**config.mk**
```make
export PLATFORM = sky130hd
export DESIGN_NAME = decode_stage
export DESIGN_NICKNAME = d
export VERILOG_FILES = /design/src/rtl/decode_stage.sv
export SDC_FILE = /design/constraint.sdc
export NUM_CORES = 1
export LEC_CHECK = 0
export CELL_PAD_IN_SITES_DETAIL_PLACEMENT = 1
export CELL_PAD_IN_SITES_GLOBAL_PLACEMENT = 1
export CORE_ASPECT_RATIO = 0.7
export CORE_MARGIN = 3
export CORE_UTILIZATION = 35
export CTS_BUF_LIST = sky130_fd_sc_hd__clkbuf_4
export DETAILED_ROUTE_END_ITERATION = 10
export PLACE_DENSITY = 0.87
export SLEW_MARGIN = 10
export SYNTH_ARGS = -nofsm -noshare
export SYNTH_HDL_FRONTEND = slang
export SYNTH_SLANG_ARGS = --single-unit
```
**constraint.sdc**
```tcl
create_clock -name clk -period 10.5 [get_ports clk]
set_input_delay 2.625 -clock clk [delete_from_list [all_inputs] [get_ports clk]]
set_output_delay 2.625 -clock clk [all_outputs]
set_load 0.005 [all_outputs]
```
**src/rtl/decode_stage.sv**
```systemverilog
// ----------------------------------------------------------------------------
// decode_stage
//   RV32I decode stage feeding the execute-stage register. Decodes one
//   instruction per cycle into ALU operation, operands, immediate and control
//   flags, and registers them for execute (one-cycle latency). Detects the
//   load-use hazard against the instruction currently held for execute and
//   inserts a single bubble.
//
// Ports
//   clk, rst            clock; asynchronous active-high reset
//   instr, instr_valid  fetched instruction and its valid qualifier
//   instr_ready         decode accepts instr this cycle (combinational)
//   pc                  address of instr
//   rs1_data, rs2_data  register-file read data for instr[19:15] / [24:20]
//   stall               execute cannot accept; hold all registered outputs
//   flush               taken branch/jump; discard decode and execute contents
//   ex_valid            registered outputs hold a live instruction
//   aluop, sign         ALU operation and signed/unsigned select
//   data1, op2          ALU operands
//   imm                 sign-extended immediate (also used by the PC adder)
//   rd                  destination register
//   regwrite, memread, memwrite, branch, jump, illegal   control flags
//   pc_out              pc of the registered instruction
// ----------------------------------------------------------------------------
module decode_stage #(
    parameter int PCW = 12
) (
    input  logic           clk,
    input  logic           rst,
    input  logic [31:0]    instr,
    input  logic           instr_valid,
    output logic           instr_ready,
    input  logic [PCW-1:0] pc,
    input  logic [31:0]    rs1_data,
    input  logic [31:0]    rs2_data,
    input  logic           stall,
    input  logic           flush,
    output logic           ex_valid,
    output logic [4:0]     aluop,
    output logic           sign,
    output logic [31:0]    data1,
    output logic [31:0]    op2,
    output logic [31:0]    imm,
    output logic [4:0]     rd,
    output logic           regwrite,
    output logic           memread,
    output logic           memwrite,
    output logic           branch,
    output logic           jump,
    output logic           illegal,
    output logic [PCW-1:0] pc_out
);

    localparam logic [4:0] ALU_ADD  = 5'b00000;
    localparam logic [4:0] ALU_SUB  = 5'b00001;
    localparam logic [4:0] ALU_SLL  = 5'b00010;
    localparam logic [4:0] ALU_XOR  = 5'b00011;
    localparam logic [4:0] ALU_SRL  = 5'b00100;
    localparam logic [4:0] ALU_SRA  = 5'b00101;
    localparam logic [4:0] ALU_OR   = 5'b00110;
    localparam logic [4:0] ALU_AND  = 5'b00111;
    localparam logic [4:0] ALU_SLT  = 5'b01000;
    localparam logic [4:0] ALU_PASS = 5'b01001;

    localparam logic [6:0] OPC_OP     = 7'b0110011;
    localparam logic [6:0] OPC_OPIMM  = 7'b0010011;
    localparam logic [6:0] OPC_LOAD   = 7'b0000011;
    localparam logic [6:0] OPC_STORE  = 7'b0100011;
    localparam logic [6:0] OPC_BRANCH = 7'b1100011;
    localparam logic [6:0] OPC_LUI    = 7'b0110111;
    localparam logic [6:0] OPC_JAL    = 7'b1101111;
    localparam logic [6:0] OPC_JALR   = 7'b1100111;

    // Immediate extraction, all sign-extended to 32 bits.
    function automatic logic signed [31:0] imm_i(input logic [31:0] ins);
        return {{20{ins[31]}}, ins[31:20]};
    endfunction

    function automatic logic signed [31:0] imm_s(input logic [31:0] ins);
        return {{20{ins[31]}}, ins[31:25], ins[11:7]};
    endfunction

    function automatic logic signed [31:0] imm_b(input logic [31:0] ins);
        return {{19{ins[31]}}, ins[31], ins[7], ins[30:25], ins[11:8], 1'b0};
    endfunction

    function automatic logic signed [31:0] imm_u(input logic [31:0] ins);
        return {ins[31:12], 12'h000};
    endfunction

    function automatic logic signed [31:0] imm_j(input logic [31:0] ins);
        return {{11{ins[31]}}, ins[31], ins[19:12], ins[20], ins[30:21], 1'b0};
    endfunction

    // funct3 to ALU code; sub_sel only applies to register-register ops,
    // sra_sel (funct7[5]) selects arithmetic shift for both OP and OP-IMM.
    function automatic logic [4:0] f3_aluop(input logic [2:0] f3,
                                            input logic       sub_sel,
                                            input logic       sra_sel);
        case (f3)
            3'b000:  return sub_sel ? ALU_SUB : ALU_ADD;
            3'b001:  return ALU_SLL;
            3'b010:  return ALU_SLT;
            3'b011:  return ALU_SLT;
            3'b100:  return ALU_XOR;
            3'b101:  return sra_sel ? ALU_SRA : ALU_SRL;
            3'b110:  return ALU_OR;
            default: return ALU_AND;
        endcase
    endfunction

    logic [6:0] opcode;
    logic [2:0] funct3;
    assign opcode = instr[6:0];
    assign funct3 = instr[14:12];

    // flags vector order: {regwrite, memread, memwrite, branch, jump, illegal}
    logic [4:0]         aluop_p0;
    logic               sign_p0;
    logic signed [31:0] op2_p0;
    logic signed [31:0] imm_p0;
    logic [5:0]         flags_p0;

    always_comb begin
        aluop_p0 = ALU_ADD;
        sign_p0  = 1'b1;
        op2_p0   = rs2_data;
        imm_p0   = imm_i(instr);
        flags_p0 = 6'b000000;
        case (opcode)
            OPC_OP: begin
                aluop_p0 = f3_aluop(funct3, instr[30], instr[30]);
                sign_p0  = (funct3 != 3'b011);
                flags_p0 = 6'b100000;
            end
            OPC_OPIMM: begin
                aluop_p0 = f3_aluop(funct3, 1'b0, instr[30]);
                sign_p0  = (funct3 != 3'b011);
                op2_p0   = imm_i(instr);
                flags_p0 = 6'b100000;
            end
            OPC_LOAD: begin
                op2_p0   = imm_i(instr);
                flags_p0 = 6'b110000;
            end
            OPC_STORE: begin
                op2_p0   = imm_s(instr);
                imm_p0   = imm_s(instr);
                flags_p0 = 6'b001000;
            end
            OPC_BRANCH: begin
                aluop_p0 = ALU_SUB;
                sign_p0  = (funct3[2:1] != 2'b11);
                imm_p0   = imm_b(instr);
                flags_p0 = 6'b000100;
            end
            OPC_LUI: begin
                aluop_p0 = ALU_PASS;
                op2_p0   = imm_u(instr);
                imm_p0   = imm_u(instr);
                flags_p0 = 6'b100000;
            end
            OPC_JAL: begin
                op2_p0   = imm_j(instr);
                imm_p0   = imm_j(instr);
                flags_p0 = 6'b100010;
            end
            OPC_JALR: begin
                op2_p0   = imm_i(instr);
                flags_p0 = 6'b100010;
            end
            default: flags_p0 = 6'b000001;
        endcase
    end

    logic               vld_p1;
    logic [4:0]         aluop_p1;
    logic               sign_p1;
    logic signed [31:0] data1_p1;
    logic signed [31:0] op2_p1;
    logic signed [31:0] imm_p1;
    logic [4:0]         rd_p1;
    logic [5:0]         flags_p1;
    logic [PCW-1:0]     pc_p1;

    // Load-use: the load in execute writes a register this instruction reads.
    // rs2 is only a real source for OP, STORE and BRANCH.
    logic uses_rs2;
    logic hazard;
    logic accept;
    assign uses_rs2 = (opcode == OPC_OP) || (opcode == OPC_STORE) || (opcode == OPC_BRANCH);
    assign hazard   = vld_p1 && flags_p1[4] && (rd_p1 != 5'd0) &&
                      ((rd_p1 == instr[19:15]) || (uses_rs2 && (rd_p1 == instr[24:20])));
    assign accept   = instr_valid && !hazard;

    // Flush consumes the incoming instruction, so decode is ready regardless.
    assign instr_ready = flush || (!stall && !hazard);

    // ---- stage boundary: decode -> execute register ----
    always_ff @(posedge clk or posedge rst) begin
        if (rst) begin
            vld_p1   <= 1'b0;
            aluop_p1 <= '0;
            sign_p1  <= 1'b0;
            data1_p1 <= '0;
            op2_p1   <= '0;
            imm_p1   <= '0;
            rd_p1    <= '0;
            flags_p1 <= '0;
            pc_p1    <= '0;
        end else if (flush) begin
            vld_p1   <= 1'b0;
            flags_p1 <= '0;
        end else if (!stall) begin
            vld_p1   <= accept;
            flags_p1 <= accept ? flags_p0 : 6'b000000;
            aluop_p1 <= aluop_p0;
            sign_p1  <= sign_p0;
            data1_p1 <= rs1_data;
            op2_p1   <= op2_p0;
            imm_p1   <= imm_p0;
            rd_p1    <= instr[11:7];
            pc_p1    <= pc;
        end
    end

    assign ex_valid = vld_p1;
    assign aluop    = aluop_p1;
    assign sign     = sign_p1;
    assign data1    = data1_p1;
    assign op2      = op2_p1;
    assign imm      = imm_p1;
    assign rd       = rd_p1;
    assign regwrite = flags_p1[5];
    assign memread  = flags_p1[4];
    assign memwrite = flags_p1[3];
    assign branch   = flags_p1[2];
    assign jump     = flags_p1[1];
    assign illegal  = flags_p1[0];
    assign pc_out   = pc_p1;

endmodule

```
Port wiring:
Bar = 50 µm.
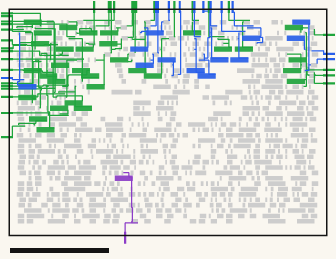
Purple shows branch, direction output, edge bottom, end cells 1, buffers 1, wire 42.4 µm. Green shows data1, direction output, edge 16 left, 12 top, 4 right, end cells 32, buffers 32, wire 1250 µm. Blue shows pc_out, direction output, edge 9 top, 2 right, 1 left, end cells 12, buffers 12, wire 402 µm.
I/O pin count: 240
Port Buffers: 238

Placement density heat map:
Bar = 50 µm. The die is cut into 16 by 11 equal tiles; white is low, dark blue is high, 0 to 100% covered.
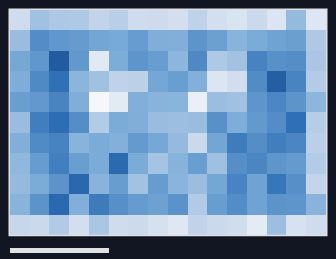
The fullest tile reaches 82%. The mean over all tiles is 46%. 3.4% of the tiles are over 75% full.
final core occ: 54.51%
CORE AREA: 15830 µm²
Pre-Place Util: 36.56%

==> out/qor.csv <==
stage,metric,value,unit
run_status,status,completed,
critical_path,cp_top_family,buffers and inverters,
synthesis,yosysChipArea,5788,µm²
cells_and_area,drive_above_1_share,8.142,%
global_route,grt.met1_usage,33.40,%
min_path,hp-class,flop to flop,
placed_design,hpwl,16180,µm
min_path,min_from,op2[5],
cells_and_area,finalNetCount,972,
sta,final.setup_skew,0.02447,ns
critical_path,critPathArrivalTime,5.07,ns
critical_path,path_max_fanout,12,
synthesis,synthArstFlopShare,100.0,%
clocking,ctsHoldBuffers,0,
global_route,grt.total_usage,25.02,%
sta,max_freq,129.9,MHz
critical_path,rr_worst_depth,5,
global_route,grt_antenna_before_repair,1,
min_path,whs_path_depth,2,
detailed_routing,firstDrtPassIters,4,
placed_design,place.gp.congestion,0.8491,
synthesis,synthFlopType,dfrtp_1,
critical_path,crit_slowest_cell,clkdlybuf4s50_1,
sta,finalSetupViolCount,0,
cells_and_area,syn_to_final_growth,49.11,%
synthesis,syn_area,5788,µm²
job,max_cap_viol_count,0,
cells_and_area,nFillCells,1832,
synthesis,edf_count,0,
synthesis,synth_flops,125,
cells_and_area,seq_area,3128,µm²
detailed_routing,post-route-drc-count,0,
floorplanning,fp-row-count,38,
detailed_routing,drt-wirelength-per-cell,20.26,µm
global_route,grt_pass1_vias,6125,
power_and_ir_drop,p_leak,3.781,nW
Power grid:
Bar = 50 µm. Pins as bars on the die edge. Tap cells in gray.
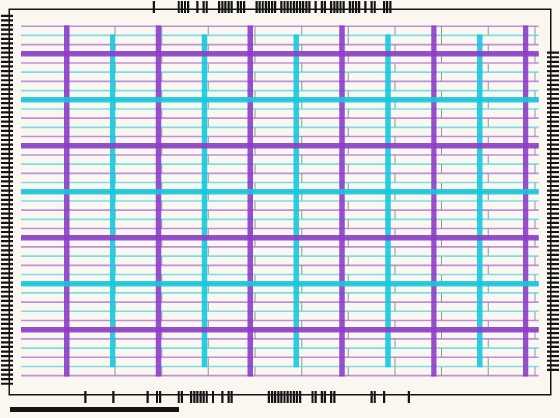
Purple shows VSS. Cyan shows VDD.
240 signal pins sit on the boundary. The core has 38 rows. 7 straps on met5. 39 met1 rails follow the rows. 220 tap cells.
die width: 159.7 µm
VDD IR-drop max: 0.06342 mV

flip-flops by register name, indices dropped and copies added (netlist names):
signal,count
aluop,4
data1,32
ex_valid,1
flags_p1,6
imm,32
op2,32
pc_out,12
rd,5
sign,1
metrics by stage:
stage                      power, W  cell area (µm²)
after floorplan           0.0006836             5788
after global placement    0.0008864             8302
after detailed placement  0.0008967             8302
after CTS                  0.001293             8626
after global routing       0.001345             8628
final                      0.001277             8631
cell families (layout without fill, tap and decap cells):
group | Yosys count | count (layout) | share of synthesized area, %
flip-flops | 125 | 125 | 54.04
AND/OR/NAND/NOR | 300 | 300 | 21.73
AND-OR/OR-AND | 134 | 134 | 17.38
other | 1 | 3 | 0.06479
XOR/XNOR | 11 | 11 | 1.664
multiplexers | 2 | 2 | 0.3459
buffers and inverters | 64 | 299 | 4.777
where the power goes:
group | switching (W) | internal [W] | total, W
logic | 0.000132 | 0.000175 | 0.000308
registers | 0.0000397 | 0.000539 | 0.000578
clock network | 0.000203 | 0.000188 | 0.000391
layout make-up:
type / instances / share of cell area (%)
sequential: 125 / 36.24
timing repair buffer: 241 / 27.86
multi-input combinational: 448 / 27.73
tap: 220 / 3.189
clock inverter: 15 / 2.276
clock buffer: 17 / 1.479
inverter: 26 / 1.160
antenna: 2 / 0.05799
synth_stat cells (2+ instances only):
library cell  number
o31ai_1            4
nand2_1          226
buf_6              2
a31oi_1            4
xnor2_1            6
a221oi_2          11
clkbuf_1          26
nand3_1           10
a211oi_2          10
nor3_1             4
nor2_1            37
nor2_4             2
o21ai_0           31
inv_1             26
a21oi_4            2
xor2_1             5
o21ai_1            6
a21oi_1           28
a32oi_1            7
o22ai_1           10
nand2b_1           2
mux2i_1            2
buf_2              5
nor2b_1            5
a221oi_1           8
dfrtp_1          125
buf_4              4
Power figures rest on the tool's default switching activity, not on a simulated workload.
